Figure 1. Met1 routing.
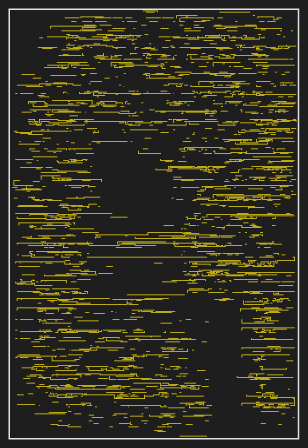
Figure 2. Routed clock nets over the placement.
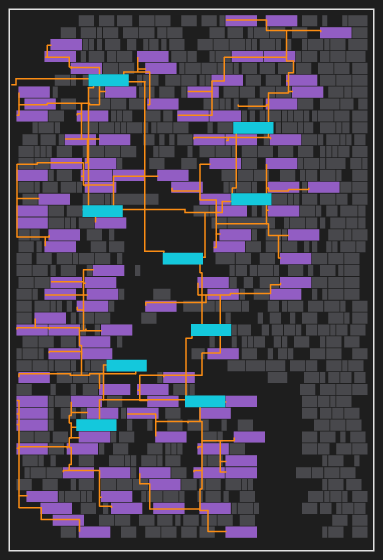
===== config.mk =====
export PLATFORM = sky130hd
export DESIGN_NAME = mem_stage
export DESIGN_NICKNAME = d
export VERILOG_FILES = /design/src/rtl/arm_pkg.sv /design/src/rtl/sram_ctrl.sv /design/src/rtl/mem_stage.sv
export SDC_FILE = /design/constraint.sdc
export NUM_CORES = 1
export LEC_CHECK = 0
export ABC_CLOCK_PERIOD_IN_PS = 3200
export CAP_MARGIN = 20
export CORE_ASPECT_RATIO = 1.5
export CORE_MARGIN = 1
export CORE_UTILIZATION = 46
export DETAILED_ROUTE_END_ITERATION = 10
export GPL_ROUTABILITY_DRIVEN = 0
export PLACE_DENSITY = 0.94
export RECOVER_POWER = 50
export SLEW_MARGIN = 20
export SYNTH_ARGS = -nofsm -noshare
export SYNTH_HDL_FRONTEND = slang
export SYNTH_SLANG_ARGS = --single-unit

===== constraint.sdc =====
create_clock -name clk -period 3.2 [get_ports clk]
set_input_delay 0.48 -clock clk [delete_from_list [all_inputs] [get_ports clk]]
set_output_delay 0.48 -clock clk [all_outputs]
set_load 0.02 [all_outputs]

===== src/rtl/arm_pkg.sv =====
// Shared types and constants for the memory stage and its SRAM controller.
package arm_pkg;

  typedef enum logic [1:0] {
    IDLE = 2'd0,
    LO   = 2'd1,
    HI   = 2'd2,
    DONE = 2'd3
  } mem_state_t;

  localparam int MEM_BASE_DEF = 1024;
  localparam int SRAM_DW      = 16;
  localparam int SRAM_AW      = 18;
  localparam int SRAM_WORD_AW = SRAM_AW - 1;

endpackage


===== src/rtl/sram_ctrl.sv =====
// Splits a 32-bit load/store into two 16-bit SRAM halfword accesses; optional range check under MEM_STAGE_ADDR_CHECK_EN.
// Latency: 2*(SRAM_WAIT+1)+1 cycles with ready low, then one DONE cycle with ready high.
// Backpressure: ready is low from request acceptance until DONE; request inputs must be held stable meanwhile.
module sram_ctrl
  import arm_pkg::*;
#(
  parameter int SRAM_WAIT = 1,
  parameter int MEM_BASE  = MEM_BASE_DEF
) (
  input  logic                 clk,
  input  logic                 reset,
  input  logic [31:0]          addr,
  input  logic [31:0]          wdata,
  input  logic                 rd_en,
  input  logic                 wr_en,
  output logic                 ready,
  output logic [31:0]          rdata,
  output logic [SRAM_AW-1:0]   sram_addr,
  output logic [SRAM_DW-1:0]   sram_dq_out,
  output logic                 sram_dq_oe,
  input  logic [SRAM_DW-1:0]   sram_dq_in,
  output logic                 sram_we_n,
  output logic                 addr_err
);

  localparam logic [31:0] BASE = 32'(MEM_BASE);
  localparam logic [2:0]  LAST = 3'(SRAM_WAIT);

  mem_state_t              state;
  logic [2:0]              cnt;
  logic [SRAM_WORD_AW-1:0] word;
  logic                    req;
  logic                    is_store;
  logic                    last;
  logic                    bad_addr;

  assign req      = rd_en | wr_en;
  assign is_store = wr_en;
  assign last     = (cnt == LAST);
  // Word index wraps modulo 2^17; byte-lane bits are discarded.
  assign word     = SRAM_WORD_AW'((addr - BASE) >> 2);

`ifdef MEM_STAGE_ADDR_CHECK_EN
  logic [31:0] offset;
  assign offset   = addr - BASE;
  assign bad_addr = (addr < BASE) || ((offset >> 19) != 32'd0);

  always_ff @(posedge clk) begin
    if (!reset) begin
      addr_err <= 1'b0;
    end else if (state == IDLE && req && bad_addr) begin
      addr_err <= 1'b1;
    end
  end
`else
  assign bad_addr = 1'b0;
  assign addr_err = 1'b0;
`endif

  always_ff @(posedge clk) begin
    if (!reset) begin
      state <= IDLE;
      cnt   <= 3'd0;
      rdata <= 32'd0;
    end else begin
      case (state)
        IDLE: begin
          cnt <= 3'd0;
          if (req) begin
            if (bad_addr) begin
              state <= DONE;
              if (!is_store) rdata <= 32'd0;
            end else begin
              state <= LO;
            end
          end
        end
        LO: begin
          if (last) begin
            cnt   <= 3'd0;
            state <= HI;
            if (!is_store) rdata[15:0] <= sram_dq_in;
          end else begin
            cnt <= cnt + 3'd1;
          end
        end
        HI: begin
          if (last) begin
            cnt   <= 3'd0;
            state <= DONE;
            if (!is_store) rdata[31:16] <= sram_dq_in;
          end else begin
            cnt <= cnt + 3'd1;
          end
        end
        default: begin
          cnt   <= 3'd0;
          state <= IDLE;
        end
      endcase
    end
  end

  always_comb begin
    ready       = 1'b0;
    sram_addr   = '0;
    sram_dq_out = '0;
    sram_dq_oe  = 1'b0;
    sram_we_n   = 1'b1;
    case (state)
      IDLE: ready = !req;
      LO: begin
        sram_addr = {word, 1'b0};
        if (is_store) begin
          sram_dq_out = wdata[15:0];
          sram_dq_oe  = 1'b1;
          sram_we_n   = 1'b0;
        end
      end
      HI: begin
        sram_addr = {word, 1'b1};
        if (is_store) begin
          sram_dq_out = wdata[31:16];
          sram_dq_oe  = 1'b1;
          sram_we_n   = 1'b0;
        end
      end
      default: ready = 1'b1;
    endcase
  end

endmodule


===== src/rtl/mem_stage.sv =====
// Pipeline memory stage: SRAM controller plus WB pipeline register; MEM_STAGE_ADDR_CHECK_EN enables address range checking.
// Latency: one cycle for non-memory ops; loads/stores freeze upstream 2*(SRAM_WAIT+1)+1 cycles.
// Backpressure: ready low freezes upstream and injects a bubble (WB enables cleared, data held).
module mem_stage
  import arm_pkg::*;
#(
  parameter int SRAM_WAIT = 1,
  parameter int MEM_BASE  = MEM_BASE_DEF
) (
  input  logic        clk,
  input  logic        reset,
  input  logic [31:0] ALU_result,
  input  logic [31:0] VAL_RM,
  input  logic        MEM_R_EN,
  input  logic        MEM_W_EN,
  input  logic        WB_EN,
  input  logic [3:0]  Dest,
  output logic        ready,
  output logic        WB_WB_EN,
  output logic        WB_MEM_R_EN,
  output logic [31:0] WB_ALU_result,
  output logic [31:0] WB_MEM_result,
  output logic [3:0]  WB_Dest,
  output logic [17:0] SRAM_ADDR,
  output logic [15:0] SRAM_DQ_out,
  output logic        SRAM_DQ_oe,
  input  logic [15:0] SRAM_DQ_in,
  output logic        SRAM_WE_N,
  output logic        addr_err
);

  logic [31:0] rdata;

  sram_ctrl #(
    .SRAM_WAIT (SRAM_WAIT),
    .MEM_BASE  (MEM_BASE)
  ) u_sram_ctrl (
    .clk         (clk),
    .reset       (reset),
    .addr        (ALU_result),
    .wdata       (VAL_RM),
    .rd_en       (MEM_R_EN),
    .wr_en       (MEM_W_EN),
    .ready       (ready),
    .rdata       (rdata),
    .sram_addr   (SRAM_ADDR),
    .sram_dq_out (SRAM_DQ_out),
    .sram_dq_oe  (SRAM_DQ_oe),
    .sram_dq_in  (SRAM_DQ_in),
    .sram_we_n   (SRAM_WE_N),
    .addr_err    (addr_err)
  );

  always_ff @(posedge clk) begin
    if (!reset) begin
      WB_WB_EN      <= 1'b0;
      WB_MEM_R_EN   <= 1'b0;
      WB_ALU_result <= 32'd0;
      WB_MEM_result <= 32'd0;
      WB_Dest       <= 4'd0;
    end else if (ready) begin
      WB_WB_EN      <= WB_EN;
      // A combined read+write request is a store, so it is not flagged as a load.
      WB_MEM_R_EN   <= MEM_R_EN & ~MEM_W_EN;
      WB_ALU_result <= ALU_result;
      WB_MEM_result <= rdata;
      WB_Dest       <= Dest;
    end else begin
      WB_WB_EN    <= 1'b0;
      WB_MEM_R_EN <= 1'b0;
    end
  end

endmodule

==> out/metrics.yaml <==
fin_cells: 808
wl_um: 13100
placed_cell_area_um2: 6590
ir_drop_v: 0.000428
dp_hpwl_um: 9650
diodes: 3
cts_sinks: 107
cp.buffers_inverters: 3
layout.cells.most_common: "nand2_1"
ys_types: 29
warnings: 30
chip_area_um2: 10300
relSlewSlack_pct: 11.5
critical_path_class: "input port to primary output"
worstPathMaxFanout: 4
r2r_setup_slack_ns: 0.40
top_regs: "WB_ALU_result: 32 flops, WB_MEM_result: 32 flops, u_sram_ctrl.rdata: 32 flops"
flops: 107
synth_nets: 598
critPathTopFamily: "buffers and inverters"
comb_area_share_pct: 32.0
fin_worst_skew_ns: 0.00827
power_leakage_nw: 3.12
cts-htree-levels: 3
drv_slew: 0
seqCellArea_um2: 2140
via_per_inst: 5.22
ys_chip_area_um2: 4530
crit_chain: "clkdlybuf4s50_1, buf_4, or4_1, or3_1, a21oi_1, clkdlybuf4s50_1"
netlist_area_um2: 4530
crit_path_top_delay_cell: "clkdlybuf4s50_1"
first_pass_iters: 4
arrival_ns: 2.63
nonClkBufAreaFrac_pct: 29.7
clk_share_pct: 4.75
cts_buffers: 9
nClkBuffers: 13
power_mw: 4.17
worstMarginPinSlew_ns: 1.33
min_to: "WB_MEM_result[3]"
post_cts_resized: 1
syn-mean-instance-area_um2: 9.02
final_nets: 781
clk_pin_slew_ns: 0.07
rsz0062_at_grt: "false"
path_common_cell: "clkdlybuf4s50_1"
r2r-start: "u_sram_ctrl.state[1]"
fin_crit_sh_pct: 97.0
grt_overflow: 0
worstSkewPairLatency_ns: 0.33
holdBufCountCts: 0
hold_violations: 0
critPathLaunchType: "input port"
min_period_ns: 3.11
core-area_um2: 9630
reg2reg_to: "u_sram_ctrl.rdata[5]"
clock.fmax_ghz: 0.322
cp_num_cells: 6
wire_per_inst_um: 16.2
ctsLongestPathBuffers: 2
sh_seq_area_pct: 30.9
comb_cells: 350
placedCellCount: 789
buffers: 208
endpoint_kind: "primary output"
power_density_nw_per_um2: 603
holdPathStages: 2
ys_warn_count: 0
dieWidth_um: 83.0
ys_cells: 502
ys_ff: 107
seq_area_frac_synth_pct: 47.3
grt_pass1_wl_um: 20000
post-place-ws_ns: -0.0246
grt_start_max_net_pins: 70
status: "finished, final reports clean"
vias: 4219
endpoint: "SRAM_ADDR[14]"
combGateArea_um2: 2210
critPathMaxStageDelay_ns: 0.63
core.rowCount: 44
antenna_found_initial: 3
reg2regPathDepth: 6
n_all_inverters: 9
post-cts-setup-buffers: 0
port-buffer-count: 195
-- Figure 1 (at the start) --
main direction: horizontal
longest straight run: 34.5 µm

-- Figure 2 (at the start) --
legend:
  cyan:
    item: clock-net drivers
    count: 9
  orange:
    item: clock wires
    length: 1,060 µm
  purple:
    item: flip-flops
    count: 107
routed clock nets: 10
flops lie: widely spread

[metal layers]
metal | vias to the layer above | track usage (%) | share of wire (%)
met5 | - | 0 | 0
met4 | 0 | 13.0 | 3.4
li1 | 2021 | - | -
met3 | 34 | 6.74 | 6.5
met2 | 180 | 47.1 | 54
met1 | 1984 | 24.2 | 36
[kinds of logic (layout without fill, tap and decap cells)]
group	after synthesis	in the layout	synth area share (%)
DFF	107	107	47.3
adders and majority gates	7	7	1.93
buffers and inverters	45	233	4.26
xor gates and xnor gates	2	2	0.387
AOI/OAI and AO/OA	28	28	4.17
and+or+nand+nor	209	209	19.1
muxes	103	103	22.8
other	1	4	0.0828
[per-stage QoR]
stage	hold slack (ns)	util (%)
2_1_floorplan	0.421	-
3_3_place_gp	0.433	68.4
3_5_place_dp	0.452	68.4
4_1_cts	0.462	71.9
5_1_grt	0.471	71.9
6_report	0.456	71.9
[cell usage after synthesis]
cell	count	area share, %
and3_1	1	0.14
conb_1	1	0.083
or3_1	2	0.28
nand2b_1	3	0.41
nand3_1	1	0.11
buf_4	3	0.50
o2bb2ai_1	1	0.19
nor2_1	24	2.0
a21oi_1	6	0.66
ha_1	7	1.9
buf_2	10	1.1
a22oi_1	16	2.7
or2_2	1	0.14
inv_1	9	0.75
nand2_1	159	13
and2_1	8	1.1
nor3b_1	5	0.83
and4b_1	1	0.22
or4_1	1	0.17
mux2i_1	103	23
or4_4	1	0.25
nor4_1	2	0.28
o21ai_0	3	0.33
o31ai_1	1	0.17
clkbuf_1	22	1.8
xnor2_1	2	0.39
dfxtp_1	107	47
o21a_1	1	0.17
buf_1	1	0.083
[power breakdown]
group	total, mW	switching, mW	internal [mW]
clock	1.19	0.456	0.732
sequential	1.49	0.0554	1.44
combinational	1.49	0.821	0.674
total	4.17	1.33	2.84
